**src/rtl/alu_pkg.sv**
```systemverilog
// Shared definitions for the ALU sequencer slice.
// Holds the request op-code encoding, the aluOp select encoding seen by the
// external ALU, the sequencer state enum and the multiply iteration count.
package alu_pkg;

  localparam int DATA_W         = 8;
  localparam int MUL_ITERATIONS = 8;

  // Request op-codes as presented on i_op
  typedef enum logic [2:0] {
    OP_ADD     = 3'b000,
    OP_SUB     = 3'b001,
    OP_AND     = 3'b010,
    OP_XOR     = 3'b011,
    OP_SHL     = 3'b100,
    OP_SHR     = 3'b101,
    OP_MUL     = 3'b110,
    OP_ILLEGAL = 3'b111
  } op_e;

  // ALU function select; o_subShiftDir picks SUB/SHL when set, ADD/SHR when clear
  typedef enum logic [1:0] {
    ALU_ADDSUB = 2'b00,
    ALU_AND    = 2'b01,
    ALU_XOR    = 2'b10,
    ALU_SHIFT  = 2'b11
  } alu_op_e;

  typedef enum logic [1:0] {
    S_IDLE,
    S_EXEC,
    S_READ,
    S_DONE
  } seq_state_e;

endpackage

```
**src/rtl/alu_sequencer_if.sv**
```systemverilog
// Request/response handshake plus the shared ALU bus of the sequencer.
//   slave  : sequencer side (takes requests, drives ALU controls, reads i_aluY)
//   master : requester + ALU side (drives requests and the ALU result bus)
// Request : i_valid, o_ready, i_op[2:0], i_opA[7:0], i_opB[7:0]
// Response: o_valid, o_result[7:0], o_negative, o_nZero
// ALU bus : o_aluA, o_aluB, o_aluOp[1:0], o_subShiftDir, o_aluWr, o_aluNoe (active-low),
//           i_aluY[7:0], i_aluNegative, i_aluNZero
interface alu_sequencer_if;

  logic                       i_valid;
  logic                       o_ready;
  logic [2:0]                 i_op;
  logic [alu_pkg::DATA_W-1:0] i_opA;
  logic [alu_pkg::DATA_W-1:0] i_opB;

  logic                       o_valid;
  logic [alu_pkg::DATA_W-1:0] o_result;
  logic                       o_negative;
  logic                       o_nZero;

  logic [alu_pkg::DATA_W-1:0] o_aluA;
  logic [alu_pkg::DATA_W-1:0] o_aluB;
  logic [1:0]                 o_aluOp;
  logic                       o_subShiftDir;
  logic                       o_aluWr;
  logic                       o_aluNoe;
  logic [alu_pkg::DATA_W-1:0] i_aluY;
  logic                       i_aluNegative;
  logic                       i_aluNZero;

  modport slave (
    input  i_valid, i_op, i_opA, i_opB, i_aluY, i_aluNegative, i_aluNZero,
    output o_ready, o_valid, o_result, o_negative, o_nZero,
           o_aluA, o_aluB, o_aluOp, o_subShiftDir, o_aluWr, o_aluNoe
  );

  modport master (
    output i_valid, i_op, i_opA, i_opB, i_aluY, i_aluNegative, i_aluNZero,
    input  o_ready, o_valid, o_result, o_negative, o_nZero,
           o_aluA, o_aluB, o_aluOp, o_subShiftDir, o_aluWr, o_aluNoe
  );

endinterface

```
**src/rtl/alu_sequencer.sv**
```systemverilog
// Sequencer that runs one request at a time through an external ALU.
// Each ALU step is EXEC (load ALU result register) then READ (ALU drives the
// bus, result captured). MUL is shift-and-add over MUL_ITERATIONS iterations
// of two ALU steps each; op 111 skips the ALU and answers with zeros.
// Ports: i_clk, i_reset (synchronous, active-high), bus (alu_sequencer_if.slave).
module alu_sequencer
  import alu_pkg::*;
(
  input logic            i_clk,
  input logic            i_reset,
  alu_sequencer_if.slave bus
);

  localparam int                ITER_W    = $clog2(MUL_ITERATIONS);
  localparam logic [ITER_W-1:0] LAST_ITER = ITER_W'(MUL_ITERATIONS - 1);

  seq_state_e        state_q, state_d;
  op_e               op_q;
  // For MUL, a_q doubles as the multiplicand M and b_q as the multiplier Q
  logic [DATA_W-1:0] a_q, b_q, p_q;
  logic [DATA_W-1:0] result_q;
  logic              neg_q, nz_q;
  logic [ITER_W-1:0] iter_q;
  // phase_q: 0 = accumulate step, 1 = multiplicand shift step
  logic              phase_q;
  logic              mul_last;

  logic [DATA_W-1:0] alu_a, alu_b;
  alu_op_e           alu_op;
  logic              alu_dir;

  assign mul_last = phase_q && (iter_q == LAST_ITER);

  always_ff @(posedge i_clk) begin
    if (i_reset) state_q <= S_IDLE;
    else         state_q <= state_d;
  end

  always_comb begin
    state_d = state_q;
    case (state_q)
      S_IDLE:  if (bus.i_valid) state_d = (bus.i_op == OP_ILLEGAL) ? S_DONE : S_EXEC;
      S_EXEC:  state_d = S_READ;
      S_READ:  state_d = (op_q == OP_MUL && !mul_last) ? S_EXEC : S_DONE;
      S_DONE:  state_d = S_IDLE;
      default: state_d = S_IDLE;
    endcase
  end

  // Operands and function select only matter while the ALU register loads
  always_comb begin
    alu_a   = '0;
    alu_b   = '0;
    alu_op  = ALU_ADDSUB;
    alu_dir = 1'b0;
    if (state_q == S_EXEC) begin
      case (op_q)
        OP_ADD: begin alu_a = a_q; alu_b = b_q; end
        OP_SUB: begin alu_a = a_q; alu_b = b_q; alu_dir = 1'b1; end
        OP_AND: begin alu_a = a_q; alu_b = b_q; alu_op = ALU_AND; end
        OP_XOR: begin alu_a = a_q; alu_b = b_q; alu_op = ALU_XOR; end
        OP_SHL: begin alu_a = a_q; alu_b = DATA_W'(b_q[2:0]); alu_op = ALU_SHIFT; alu_dir = 1'b1; end
        OP_SHR: begin alu_a = a_q; alu_b = DATA_W'(b_q[2:0]); alu_op = ALU_SHIFT; end
        OP_MUL: begin
          if (phase_q) begin
            alu_a   = a_q;
            alu_b   = DATA_W'(1);
            alu_op  = ALU_SHIFT;
            alu_dir = 1'b1;
          end else begin
            alu_a = p_q;
            alu_b = b_q[0] ? a_q : '0;
          end
        end
        default: ;
      endcase
    end
  end

  // Request latch, MUL iteration state and the held response registers.
  // The response registers change only on the edge that enters DONE.
  always_ff @(posedge i_clk) begin
    if (i_reset) begin
      op_q     <= OP_ADD;
      a_q      <= '0;
      b_q      <= '0;
      p_q      <= '0;
      iter_q   <= '0;
      phase_q  <= 1'b0;
      result_q <= '0;
      neg_q    <= 1'b0;
      nz_q     <= 1'b0;
    end else begin
      case (state_q)
        S_IDLE: begin
          if (bus.i_valid) begin
            op_q    <= op_e'(bus.i_op);
            a_q     <= bus.i_opA;
            b_q     <= bus.i_opB;
            p_q     <= '0;
            iter_q  <= '0;
            phase_q <= 1'b0;
            if (bus.i_op == OP_ILLEGAL) begin
              result_q <= '0;
              neg_q    <= 1'b0;
              nz_q     <= 1'b0;
            end
          end
        end
        S_READ: begin
          if (op_q == OP_MUL) begin
            if (!phase_q) begin
              p_q     <= bus.i_aluY;
              phase_q <= 1'b1;
            end else begin
              a_q     <= bus.i_aluY;
              b_q     <= b_q >> 1;
              phase_q <= 1'b0;
              iter_q  <= iter_q + 1'b1;
              // The final shift step's flags describe M, so report P instead
              if (iter_q == LAST_ITER) begin
                result_q <= p_q;
                neg_q    <= p_q[DATA_W-1];
                nz_q     <= |p_q;
              end
            end
          end else begin
            result_q <= bus.i_aluY;
            neg_q    <= bus.i_aluNegative;
            nz_q     <= bus.i_aluNZero;
          end
        end
        default: ;
      endcase
    end
  end

  assign bus.o_ready       = (state_q == S_IDLE);
  assign bus.o_valid       = (state_q == S_DONE);
  assign bus.o_aluWr       = (state_q == S_EXEC);
  assign bus.o_aluNoe      = (state_q != S_READ);
  assign bus.o_result      = result_q;
  assign bus.o_negative    = neg_q;
  assign bus.o_nZero       = nz_q;
  assign bus.o_aluA        = alu_a;
  assign bus.o_aluB        = alu_b;
  assign bus.o_aluOp       = alu_op;
  assign bus.o_subShiftDir = alu_dir;

endmodule

```
**src/flat_wrapper.sv**
```systemverilog
// flat-port wrapper written by rule: the top's interface ports become plain ports
module alu_sequencer_flat import alu_pkg::*;
  (i_clk, i_reset, bus_i_valid, bus_i_op, bus_i_opA, bus_i_opB, bus_i_aluY, bus_i_aluNegative, bus_i_aluNZero, bus_o_ready, bus_o_valid, bus_o_result, bus_o_negative, bus_o_nZero, bus_o_aluA, bus_o_aluB, bus_o_aluOp, bus_o_subShiftDir, bus_o_aluWr, bus_o_aluNoe);
  alu_sequencer_if bus_i ();
  input logic i_clk;
  input logic i_reset;
  input wire logic [$bits(bus_i.i_valid)-1:0] bus_i_valid;
  input wire logic [$bits(bus_i.i_op)-1:0] bus_i_op;
  input wire logic [$bits(bus_i.i_opA)-1:0] bus_i_opA;
  input wire logic [$bits(bus_i.i_opB)-1:0] bus_i_opB;
  input wire logic [$bits(bus_i.i_aluY)-1:0] bus_i_aluY;
  input wire logic [$bits(bus_i.i_aluNegative)-1:0] bus_i_aluNegative;
  input wire logic [$bits(bus_i.i_aluNZero)-1:0] bus_i_aluNZero;
  output wire logic [$bits(bus_i.o_ready)-1:0] bus_o_ready;
  output wire logic [$bits(bus_i.o_valid)-1:0] bus_o_valid;
  output wire logic [$bits(bus_i.o_result)-1:0] bus_o_result;
  output wire logic [$bits(bus_i.o_negative)-1:0] bus_o_negative;
  output wire logic [$bits(bus_i.o_nZero)-1:0] bus_o_nZero;
  output wire logic [$bits(bus_i.o_aluA)-1:0] bus_o_aluA;
  output wire logic [$bits(bus_i.o_aluB)-1:0] bus_o_aluB;
  output wire logic [$bits(bus_i.o_aluOp)-1:0] bus_o_aluOp;
  output wire logic [$bits(bus_i.o_subShiftDir)-1:0] bus_o_subShiftDir;
  output wire logic [$bits(bus_i.o_aluWr)-1:0] bus_o_aluWr;
  output wire logic [$bits(bus_i.o_aluNoe)-1:0] bus_o_aluNoe;
  assign bus_i.i_valid = bus_i_valid;
  assign bus_i.i_op = bus_i_op;
  assign bus_i.i_opA = bus_i_opA;
  assign bus_i.i_opB = bus_i_opB;
  assign bus_i.i_aluY = bus_i_aluY;
  assign bus_i.i_aluNegative = bus_i_aluNegative;
  assign bus_i.i_aluNZero = bus_i_aluNZero;
  assign bus_o_ready = bus_i.o_ready;
  assign bus_o_valid = bus_i.o_valid;
  assign bus_o_result = bus_i.o_result;
  assign bus_o_negative = bus_i.o_negative;
  assign bus_o_nZero = bus_i.o_nZero;
  assign bus_o_aluA = bus_i.o_aluA;
  assign bus_o_aluB = bus_i.o_aluB;
  assign bus_o_aluOp = bus_i.o_aluOp;
  assign bus_o_subShiftDir = bus_i.o_subShiftDir;
  assign bus_o_aluWr = bus_i.o_aluWr;
  assign bus_o_aluNoe = bus_i.o_aluNoe;
  alu_sequencer u_core (.i_clk(i_clk), .i_reset(i_reset), .bus(bus_i));
endmodule
```
**config.mk**
```make
export PLATFORM = sky130hd
export DESIGN_NAME = alu_sequencer_flat
export DESIGN_NICKNAME = d
export VERILOG_FILES = /design/src/rtl/alu_pkg.sv /design/src/rtl/alu_sequencer_if.sv /design/src/rtl/alu_sequencer.sv /design/src/flat_wrapper.sv
export SDC_FILE = /design/constraint.sdc
export NUM_CORES = 1
export LEC_CHECK = 0
export ABC_AREA = 1
export CORE_AREA = 2 2 88 90
export CTS_BUF_LIST = sky130_fd_sc_hd__clkbuf_4 sky130_fd_sc_hd__clkbuf_8
export DETAILED_ROUTE_END_ITERATION = 7
export DIE_AREA = 0 0 90 92
export HOLD_SLACK_MARGIN = 0.15
export REMOVE_ABC_BUFFERS = 1
export SKIP_CTS_REPAIR_TIMING = 1
export SYNTH_ARGS = -nofsm -noshare
export SYNTH_HDL_FRONTEND = slang
export SYNTH_SLANG_ARGS = --single-unit
```
**constraint.sdc**
```tcl
create_clock -name i_clk -period 1.8 [get_ports i_clk]
set_input_delay 0.45 -clock i_clk [delete_from_list [all_inputs] [get_ports i_clk]]
set_output_delay 0.45 -clock i_clk [all_outputs]
set_load 0.02 [all_outputs]
```
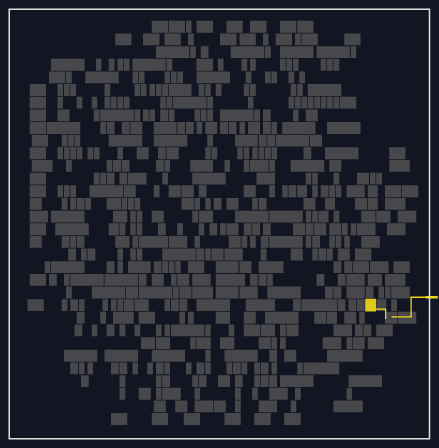
Fig. 1. Nets reached from selected ports.
bus_o_subShiftDir: marked yellow, direction output, end cells 1, buffers 1, wire 16.2 microns.

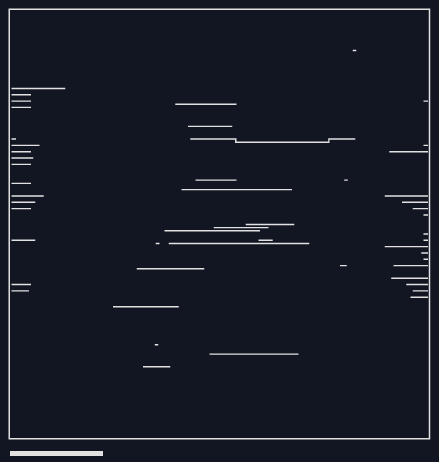
Fig. 2. The metal 3 layer.
The bar under the picture is 20 microns long.
46 nets have wire on it. The longest straight run is 29.9 microns.

==> reports/qor.csv <==
metric,value,unit
worst_pin_slew,0.622,ns
critPathLaunchType,flop,
yosys-top-cells-area,"dfxtp_1, nand2_1, a21oi_1",
warnings,26,
ys_seq_frac,0.344,
min_path_type,flop to flop,
top_cells_by_count,"nand2_1, a21oi_1, dfxtp_1",
drcViolationCount,0,
synth_cell_types,20,
n_antenna_cell,0,
ys.flops,43,
dieHeight,92,microns
cts_buffers,5,
drive_above_1_share,0.243,
crit_arrival,1.54,ns
gp_congestion,0.817,
end_kind,output port,
port_buffers,64,
ant_nets,0,
cts_tree,yes,
cts_root_buf,clkbuf_8,
powerDensity,685,nW/um^2
setup_violations,17,
dp_hpwl,5.62,mm
core_util_floorplan,0.336,
die-area,8280,sq um
crit_chain,buf_6 > nand3_4 > nor2_4 > buf_8 > nand3_2 > a21oi_2 > buf_4,
areaGrowthSynthToFinish,52.1,%
via_per_inst,4.76,
grt_max_degree,27,
finalClockPeriodUsage,1.11,
yosysWarnings,0,
holdWs,0.488,ns
async_flop_share,0,
ir_drop,0.333,mV
fin_crit,1.99,ns
yosys_cells,413,
critical_path_class,flop to output port,
setup-tns-final,-1.93,ns
slew_viol_final,0,
wl,7.88,mm
grt_pass1_vias,2668,
syn_area_per_cell,6.06,sq um
maxCapViolations,0,
htree_levels,2,
io_pins,65,
critical_path_peak_fanout,7,
hold_viol_final,0,
cp_slowest_stage_delay,0.35,ns
wl_per_cell,12.9,microns
crit_slowest_cell,dfxtp_2,
status,"complete, but fails checks",
edf_count,0,
grt.total_usage,0.188,
grt_pass1_wl,12.6,mm
clkTransAtPathRegs,0.08,ns
grt_overflow_total,0,
coreArea,7450,sq um
drtPass1Iterations,4,
synth.most_common_cell,nand2_1,
synth_area,2500,sq um
placementRows,32,
yosys-stat-area,2500,sq um
clock-skew-final,0.00605,ns
place_inst,599,
finish.net_count,540,
synth_top_flop_cell,dfxtp_1,
cp.required,1.35,ns
synthCells,413,
max_freq,503,MHz
yosysTopAreaCell,dfxtp_1,
nFillCells,783,
grt_antenna_before_repair,0,
violations,setup timing,
leakage,1.76,nW
fp.dieW,90,microns
first_iter_violations,128,
dr_total_vias,2896,
yosys.area.top_type_share,0.344,
clock-sinks,43,
clockBufferDepth,2,
fin_ws,-0.190,ns
max_slew_margin,0.585,
clock_latency,0.29,ns
instances_no_fill,609,
rsz0062_at_grt,true,
-- area by class of cell --
cell class,count,area [sq um],share of cell area
sequential,43,865,0.227
tap,102,128,0.0335
timing repair buffer,106,997,0.262
clock buffer,8,104,0.0273
inverter,27,108,0.0283
multi-input combinational,323,1610,0.422
-- flip-flops by register name (all words and copies together), names as in the netlist --
| signal | count |
|---|---|
| u_core.bus.o_nZero | 1 |
| u_core.a_q | 8 |
| u_core.phase_q | 1 |
| u_core.bus.o_negative | 1 |
| u_core.p_q | 8 |
| u_core.op_q | 3 |
| u_core.state_q | 2 |
| u_core.bus.o_result | 8 |
| u_core.b_q | 8 |
| u_core.iter_q | 3 |
-- power breakdown --
part           leakage [nW]  internal, mW  switching, mW
clock                0.0549         0.366          0.330
combinational          1.35         0.358          0.464
sequential            0.352          1.03         0.0595
-- critical path: cells and delay by family (launching register included) --
kind            cells  cell delay, ns
simple gates        3            0.30
compound gates      1            0.16
flops               1            0.35
buf+inv             3            0.42
-- path summary, 6_finish.rpt --
check	depth (start not counted)	startpoint	slack (ns)	end
setup / recovery	7	u_core.op_q[1]	-0.19	bus_o_aluB[6]
hold / removal	2	u_core.b_q[4]	0.49	u_core.b_q[4]
setup reg to reg	8	u_core.state_q[1]	0.21	u_core.p_q[2]
hold reg to reg	2	u_core.b_q[4]	0.49	u_core.b_q[4]
-- logic make-up after synthesis --
logic type               count (synthesis)  synth area share
AND-OR/OR-AND                           60             0.121
AND/OR/NAND/NOR                        261             0.437
flip-flops                              43             0.344
adder cells (fa/ha/maj)                  2           0.00999
buffers and inverters                   47            0.0880
-- cell usage in the layout, fill, tap and decap left out, types with 8 or more instances in the layout --
| master | Yosys | final |
|---|---|---|
| a21oi_1 | 48 | 34 |
| a21oi_2 | 0 | 14 |
| buf_4 | 6 | 44 |
| buf_6 | 2 | 13 |
| clkdlybuf4s50_1 | 0 | 41 |
| dfxtp_1 | 43 | 40 |
| inv_1 | 21 | 19 |
| nand2_1 | 177 | 169 |
| nand3_1 | 42 | 33 |
| nor2_1 | 33 | 30 |
| o21ai_0 | 10 | 8 |
-- metrics by stage --
step	util	power [mW]	worst slack (ns)	instance area [sq um]
2_1_floorplan	-	1.50	-0.264	2380
3_3_place_gp	0.465	1.87	-0.333	3470
3_5_place_dp	0.465	1.87	-0.338	3470
4_1_cts	0.479	2.57	-0.677	3570
5_1_grt	0.511	2.77	-0.278	3810
6_report	0.511	2.61	-0.190	3810
-- per-layer routing --
metal,part of all wire,up-vias,track usage
met2,0.49,70,0.316
met1,0.46,1321,0.250
li1,-,1497,-
met4,0.0099,0,0.0462
met3,0.045,8,0.0329
met5,0,-,0
No activity file was given, so power comes from the tool's default toggle rates.
